`config.mk`:
```
export PLATFORM = sky130hd
export DESIGN_NAME = regbank_mp_flat
export DESIGN_NICKNAME = d
export VERILOG_FILES = /design/src/rtl/regbank_mp_if.sv /design/src/rtl/regbank_mp.sv /design/src/flat_wrapper.sv
export SDC_FILE = /design/constraint.sdc
export NUM_CORES = 2
export LEC_CHECK = 0
export ABC_AREA = 0
export ABC_CLOCK_PERIOD_IN_PS = 3880
export CAP_MARGIN = 10
export CORE_MARGIN = 2
export CORE_UTILIZATION = 40
export CTS_BUF_LIST = sky130_fd_sc_hd__clkbuf_4 sky130_fd_sc_hd__clkbuf_8
export CTS_CLUSTER_DIAMETER = 50
export DETAILED_ROUTE_END_ITERATION = 7
export HOLD_SLACK_MARGIN = 0.06
export PLACE_DENSITY = 0.64
export SYNTH_ARGS = -nofsm -noshare
export SYNTH_HDL_FRONTEND = slang
export SYNTH_SLANG_ARGS = --single-unit
```
`constraint.sdc`:
```
create_clock -name clk -period 3.88 [get_ports clk]
set_input_delay 0.582 -clock clk [delete_from_list [all_inputs] [get_ports clk]]
set_output_delay 0.582 -clock clk [all_outputs]
set_load 0.05 [all_outputs]
```
`src/rtl/regbank_mp_if.sv`:
```
// regbank_mp_if: bus bundle for the multi-port scalar/predicate register bank.
// Ports (as interface signals):
//   rd_a_sel/rd_a_addr -> rd_a_data/rd_a_busy   async read port A
//   rd_b_sel/rd_b_addr -> rd_b_data/rd_b_busy   async read port B
//   wr0_en/sel/addr/data, wr1_en/sel/addr/data   sync write ports (wr1 wins)
//   rsv_en/sel/addr                              busy reservation
//   clr_req -> clr_busy                          sequential clear sweep
// master drives requests (core side), slave is the register bank.
interface regbank_mp_if #(
    parameter int WIDTH   = 32,
    parameter int REG_SEL = 5
);
    logic               rd_a_sel;
    logic [REG_SEL-1:0] rd_a_addr;
    logic [WIDTH-1:0]   rd_a_data;
    logic               rd_a_busy;
    logic               rd_b_sel;
    logic [REG_SEL-1:0] rd_b_addr;
    logic [WIDTH-1:0]   rd_b_data;
    logic               rd_b_busy;
    logic               wr0_en;
    logic               wr0_sel;
    logic [REG_SEL-1:0] wr0_addr;
    logic [WIDTH-1:0]   wr0_data;
    logic               wr1_en;
    logic               wr1_sel;
    logic [REG_SEL-1:0] wr1_addr;
    logic [WIDTH-1:0]   wr1_data;
    logic               rsv_en;
    logic               rsv_sel;
    logic [REG_SEL-1:0] rsv_addr;
    logic               clr_req;
    logic               clr_busy;

    modport master (
        output rd_a_sel, rd_a_addr, rd_b_sel, rd_b_addr,
        output wr0_en, wr0_sel, wr0_addr, wr0_data,
        output wr1_en, wr1_sel, wr1_addr, wr1_data,
        output rsv_en, rsv_sel, rsv_addr, clr_req,
        input  rd_a_data, rd_a_busy, rd_b_data, rd_b_busy, clr_busy
    );

    modport slave (
        input  rd_a_sel, rd_a_addr, rd_b_sel, rd_b_addr,
        input  wr0_en, wr0_sel, wr0_addr, wr0_data,
        input  wr1_en, wr1_sel, wr1_addr, wr1_data,
        input  rsv_en, rsv_sel, rsv_addr, clr_req,
        output rd_a_data, rd_a_busy, rd_b_data, rd_b_busy, clr_busy
    );
endinterface

```
`src/rtl/regbank_mp.sv`:
```
// regbank_mp: two-bank (scalar sel=0, predicate sel=1) register file with
// 2 async read ports, 2 sync write ports, busy scoreboard and clear sweep.
// Ports:
//   clk    in  rising-edge clock
//   reset  in  synchronous active-high reset (starts a full clear sweep)
//   bus    regbank_mp_if.slave  read/write/reserve/clear signals
// Optional feature: define REGBANK_BYPASS_EN for same-cycle write-to-read
// forwarding (wr1 over wr0); undefined, reads return the stored value.
module regbank_mp #(
    parameter int WIDTH   = 32,
    parameter int REG_SEL = 5
) (
    input  logic         clk,
    input  logic         reset,
    regbank_mp_if.slave  bus
);
    localparam int DEPTH = 2 ** REG_SEL;

    typedef enum logic {IDLE, CLEAR} state_t;

    state_t             state_q;
    logic [REG_SEL-1:0] clr_idx_q;
    logic               clr_busy_q;
    logic [WIDTH-1:0]   bank_q [2][DEPTH];
    logic [DEPTH-1:0]   busy_q [2];

    logic               rd_sel  [2];
    logic [REG_SEL-1:0] rd_addr [2];
    logic [WIDTH-1:0]   rd_data [2];
    logic               rd_busy [2];
    logic [1:0]         wr0_hit, wr1_hit, rsv_hit;

    assign rd_sel[0]     = bus.rd_a_sel;
    assign rd_addr[0]    = bus.rd_a_addr;
    assign rd_sel[1]     = bus.rd_b_sel;
    assign rd_addr[1]    = bus.rd_b_addr;
    assign bus.rd_a_data = rd_data[0];
    assign bus.rd_a_busy = rd_busy[0];
    assign bus.rd_b_data = rd_data[1];
    assign bus.rd_b_busy = rd_busy[1];
    assign bus.clr_busy  = clr_busy_q;

    for (genvar p = 0; p < 2; p++) begin : g_hit
        assign rsv_hit[p] = bus.rsv_en && bus.rsv_sel == rd_sel[p] && bus.rsv_addr == rd_addr[p];
`ifdef REGBANK_BYPASS_EN
        assign wr0_hit[p] = bus.wr0_en && bus.wr0_sel == rd_sel[p] && bus.wr0_addr == rd_addr[p];
        assign wr1_hit[p] = bus.wr1_en && bus.wr1_sel == rd_sel[p] && bus.wr1_addr == rd_addr[p];
`else
        assign wr0_hit[p] = 1'b0;
        assign wr1_hit[p] = 1'b0;
`endif
    end

    // A forwarded read sees the write's busy clear, unless a same-cycle reserve re-marks it.
    always_comb begin
        for (int p = 0; p < 2; p++) begin
            rd_data[p] = clr_busy_q ? '0 :
                         wr1_hit[p] ? bus.wr1_data :
                         wr0_hit[p] ? bus.wr0_data : bank_q[rd_sel[p]][rd_addr[p]];
            rd_busy[p] = clr_busy_q ? 1'b1 :
                         (wr0_hit[p] || wr1_hit[p]) ? rsv_hit[p] : busy_q[rd_sel[p]][rd_addr[p]];
        end
    end

    // Statement order gives the priorities: wr1 after wr0, reserve after both writes.
    always_ff @(posedge clk) begin
        if (reset) begin
            state_q    <= CLEAR;
            clr_idx_q  <= '0;
            clr_busy_q <= 1'b1;
            busy_q[0]  <= '0;
            busy_q[1]  <= '0;
        end else if (state_q == CLEAR) begin
            bank_q[0][clr_idx_q] <= '0;
            bank_q[1][clr_idx_q] <= '0;
            clr_idx_q            <= clr_idx_q + REG_SEL'(1);
            if (clr_idx_q == REG_SEL'(DEPTH - 1)) begin
                state_q    <= IDLE;
                clr_busy_q <= 1'b0;
            end
        end else begin
            if (bus.clr_req) begin
                state_q    <= CLEAR;
                clr_idx_q  <= '0;
                clr_busy_q <= 1'b1;
            end
            if (bus.wr0_en) begin
                bank_q[bus.wr0_sel][bus.wr0_addr] <= bus.wr0_data;
                busy_q[bus.wr0_sel][bus.wr0_addr] <= 1'b0;
            end
            if (bus.wr1_en) begin
                bank_q[bus.wr1_sel][bus.wr1_addr] <= bus.wr1_data;
                busy_q[bus.wr1_sel][bus.wr1_addr] <= 1'b0;
            end
            if (bus.rsv_en)
                busy_q[bus.rsv_sel][bus.rsv_addr] <= 1'b1;
        end
    end
endmodule

```
`src/flat_wrapper.sv`:
```
// flat-port wrapper written by rule: the top's interface ports become plain ports
module regbank_mp_flat 
#(
    parameter int WIDTH   = 32,
    parameter int REG_SEL = 5
)
  (clk, reset, bus_rd_a_sel, bus_rd_a_addr, bus_rd_b_sel, bus_rd_b_addr, bus_wr0_en, bus_wr0_sel, bus_wr0_addr, bus_wr0_data, bus_wr1_en, bus_wr1_sel, bus_wr1_addr, bus_wr1_data, bus_rsv_en, bus_rsv_sel, bus_rsv_addr, bus_clr_req, bus_rd_a_data, bus_rd_a_busy, bus_rd_b_data, bus_rd_b_busy, bus_clr_busy);
  regbank_mp_if #(.WIDTH(WIDTH), .REG_SEL(REG_SEL)) bus_i ();
  input  logic clk;
  input  logic reset;
  input wire logic [$bits(bus_i.rd_a_sel)-1:0] bus_rd_a_sel;
  input wire logic [$bits(bus_i.rd_a_addr)-1:0] bus_rd_a_addr;
  input wire logic [$bits(bus_i.rd_b_sel)-1:0] bus_rd_b_sel;
  input wire logic [$bits(bus_i.rd_b_addr)-1:0] bus_rd_b_addr;
  input wire logic [$bits(bus_i.wr0_en)-1:0] bus_wr0_en;
  input wire logic [$bits(bus_i.wr0_sel)-1:0] bus_wr0_sel;
  input wire logic [$bits(bus_i.wr0_addr)-1:0] bus_wr0_addr;
  input wire logic [$bits(bus_i.wr0_data)-1:0] bus_wr0_data;
  input wire logic [$bits(bus_i.wr1_en)-1:0] bus_wr1_en;
  input wire logic [$bits(bus_i.wr1_sel)-1:0] bus_wr1_sel;
  input wire logic [$bits(bus_i.wr1_addr)-1:0] bus_wr1_addr;
  input wire logic [$bits(bus_i.wr1_data)-1:0] bus_wr1_data;
  input wire logic [$bits(bus_i.rsv_en)-1:0] bus_rsv_en;
  input wire logic [$bits(bus_i.rsv_sel)-1:0] bus_rsv_sel;
  input wire logic [$bits(bus_i.rsv_addr)-1:0] bus_rsv_addr;
  input wire logic [$bits(bus_i.clr_req)-1:0] bus_clr_req;
  output wire logic [$bits(bus_i.rd_a_data)-1:0] bus_rd_a_data;
  output wire logic [$bits(bus_i.rd_a_busy)-1:0] bus_rd_a_busy;
  output wire logic [$bits(bus_i.rd_b_data)-1:0] bus_rd_b_data;
  output wire logic [$bits(bus_i.rd_b_busy)-1:0] bus_rd_b_busy;
  output wire logic [$bits(bus_i.clr_busy)-1:0] bus_clr_busy;
  assign bus_i.rd_a_sel = bus_rd_a_sel;
  assign bus_i.rd_a_addr = bus_rd_a_addr;
  assign bus_i.rd_b_sel = bus_rd_b_sel;
  assign bus_i.rd_b_addr = bus_rd_b_addr;
  assign bus_i.wr0_en = bus_wr0_en;
  assign bus_i.wr0_sel = bus_wr0_sel;
  assign bus_i.wr0_addr = bus_wr0_addr;
  assign bus_i.wr0_data = bus_wr0_data;
  assign bus_i.wr1_en = bus_wr1_en;
  assign bus_i.wr1_sel = bus_wr1_sel;
  assign bus_i.wr1_addr = bus_wr1_addr;
  assign bus_i.wr1_data = bus_wr1_data;
  assign bus_i.rsv_en = bus_rsv_en;
  assign bus_i.rsv_sel = bus_rsv_sel;
  assign bus_i.rsv_addr = bus_rsv_addr;
  assign bus_i.clr_req = bus_clr_req;
  assign bus_rd_a_data = bus_i.rd_a_data;
  assign bus_rd_a_busy = bus_i.rd_a_busy;
  assign bus_rd_b_data = bus_i.rd_b_data;
  assign bus_rd_b_busy = bus_i.rd_b_busy;
  assign bus_clr_busy = bus_i.clr_busy;
  regbank_mp #(.WIDTH(WIDTH), .REG_SEL(REG_SEL)) u_core (.clk(clk), .reset(reset), .bus(bus_i));
endmodule
```
==> writeup.txt <==
The run finished, with violations left. The final reports fail on setup timing. The critical path in this run is classified as reg2out. The post-synth count of flops with an enable pin is 2048. Summing all multi-input logic gate instances after layout gives 0.0555 mm2.

After synthesis, the netlist uses 63 different library cells. The run gives 4762 for the count of multi-input gates. The number of antenna violations at the first check in global routing is 17. The buffer_ports step reported a buffer count of 166. The number of failing setup endpoints in the final timing report is 23. The area growth from synthesis to layout is 16.8%.

Cell with the most instances after synthesis: sky130_fd_sc_hd__a22o_1. CTS added clock buffers totalling 383. The logs give 554 mm for the overall routed net length and 0 for the remaining number of nets flagged by the antenna check after routing. For this run, the leading register cell type out of synthesis is sky130_fd_sc_hd__edfxtp_1.

The uppermost layer routed was met5. The worst path in the final design needs a cycle of 4.07 ns, including I/O delays and setup. The worst setup path is captured at a primary output.

The number of synthesis warnings came out at 0. The number of levels the H-tree was split into is 5. The run gives -0.190 ns as the post-layout worst setup margin.

For the clock group, total power comes out at 21200 uW. The cell area power density works out to 354 mW/mm2. The run gives 11900 as the placed cell count. The most area-hungry cell class in the final design is sequential cells. The run gives 8449 as the final net count.

For this design, the slowest cell found on the critical path is sky130_fd_sc_hd__mux4_2. The flow reports that combinational logic draws 8.4% of the design power. With the HPWL after detailed placement at 338 mm, the combinational cell power is 4240 uW. For the total met3 wirelength after detailed routing, the log shows 101 mm. The met1 global-route usage is 43.9%, and the fraction of the mapped netlist area in simple logic gates is 2.79%.
==> final timing paths <==
| kind | end | cells past startpoint |
|---|---|---|
| max | bus_rd_a_data[26] | 6 |
| max reg2reg | u_core.bank_q[1][133] | 8 |
| min | u_core.bank_q[1][829] | 2 |
| min reg2reg | u_core.busy_q[0][0] | 1 |
==> registers in the layout (all words and copies together) (netlist names) <==
register             flops
u_core.bank_q         2048
u_core.bus.clr_busy      1
u_core.busy_q           64
u_core.clr_idx_q         5
u_core.state_q           1
==> worst max-delay path: cells and delay by family (launching register included) <==
family / cells / cell delay [ns]
buffers and inverters: 2 / 0.29
muxes: 2 / 1.02
AOI/OAI and AO/OA: 2 / 0.63
DFF: 1 / 0.41
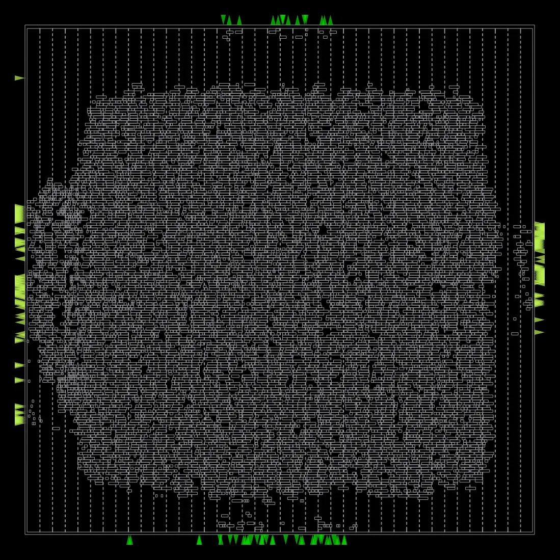
Fig. 1. Cell placement.
number of tap cells inserted: 3978
number of standard cells in the final layout excluding fillers: 12600
count of flip-flops and latches: 2119
site row count: 202

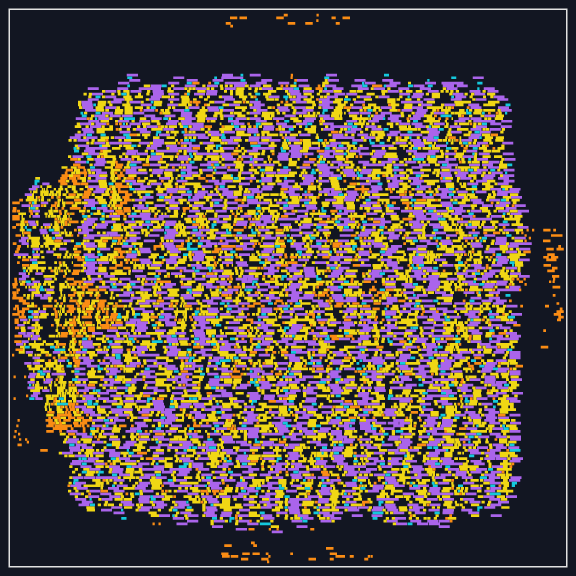
Fig. 2. Placed cells, one color a class.
(1 px per um)
legend:
  combinational and other logic:
    color: yellow
    cells: 4771
    share_of_their_area: 40%
  clock drivers and dummy loads:
    color: cyan
    cells: 670
    share_of_their_area: 5.3%
  sequential cells:
    color: purple
    cells: 2119
    share_of_their_area: 46%
  remaining buffers and delay cells:
    color: orange
    cells: 1069
    share_of_their_area: 8.4%
Seq area share: 44.2%
CORE AREA: 0.303 mm2

Power is estimated from default activity; no workload was simulated.
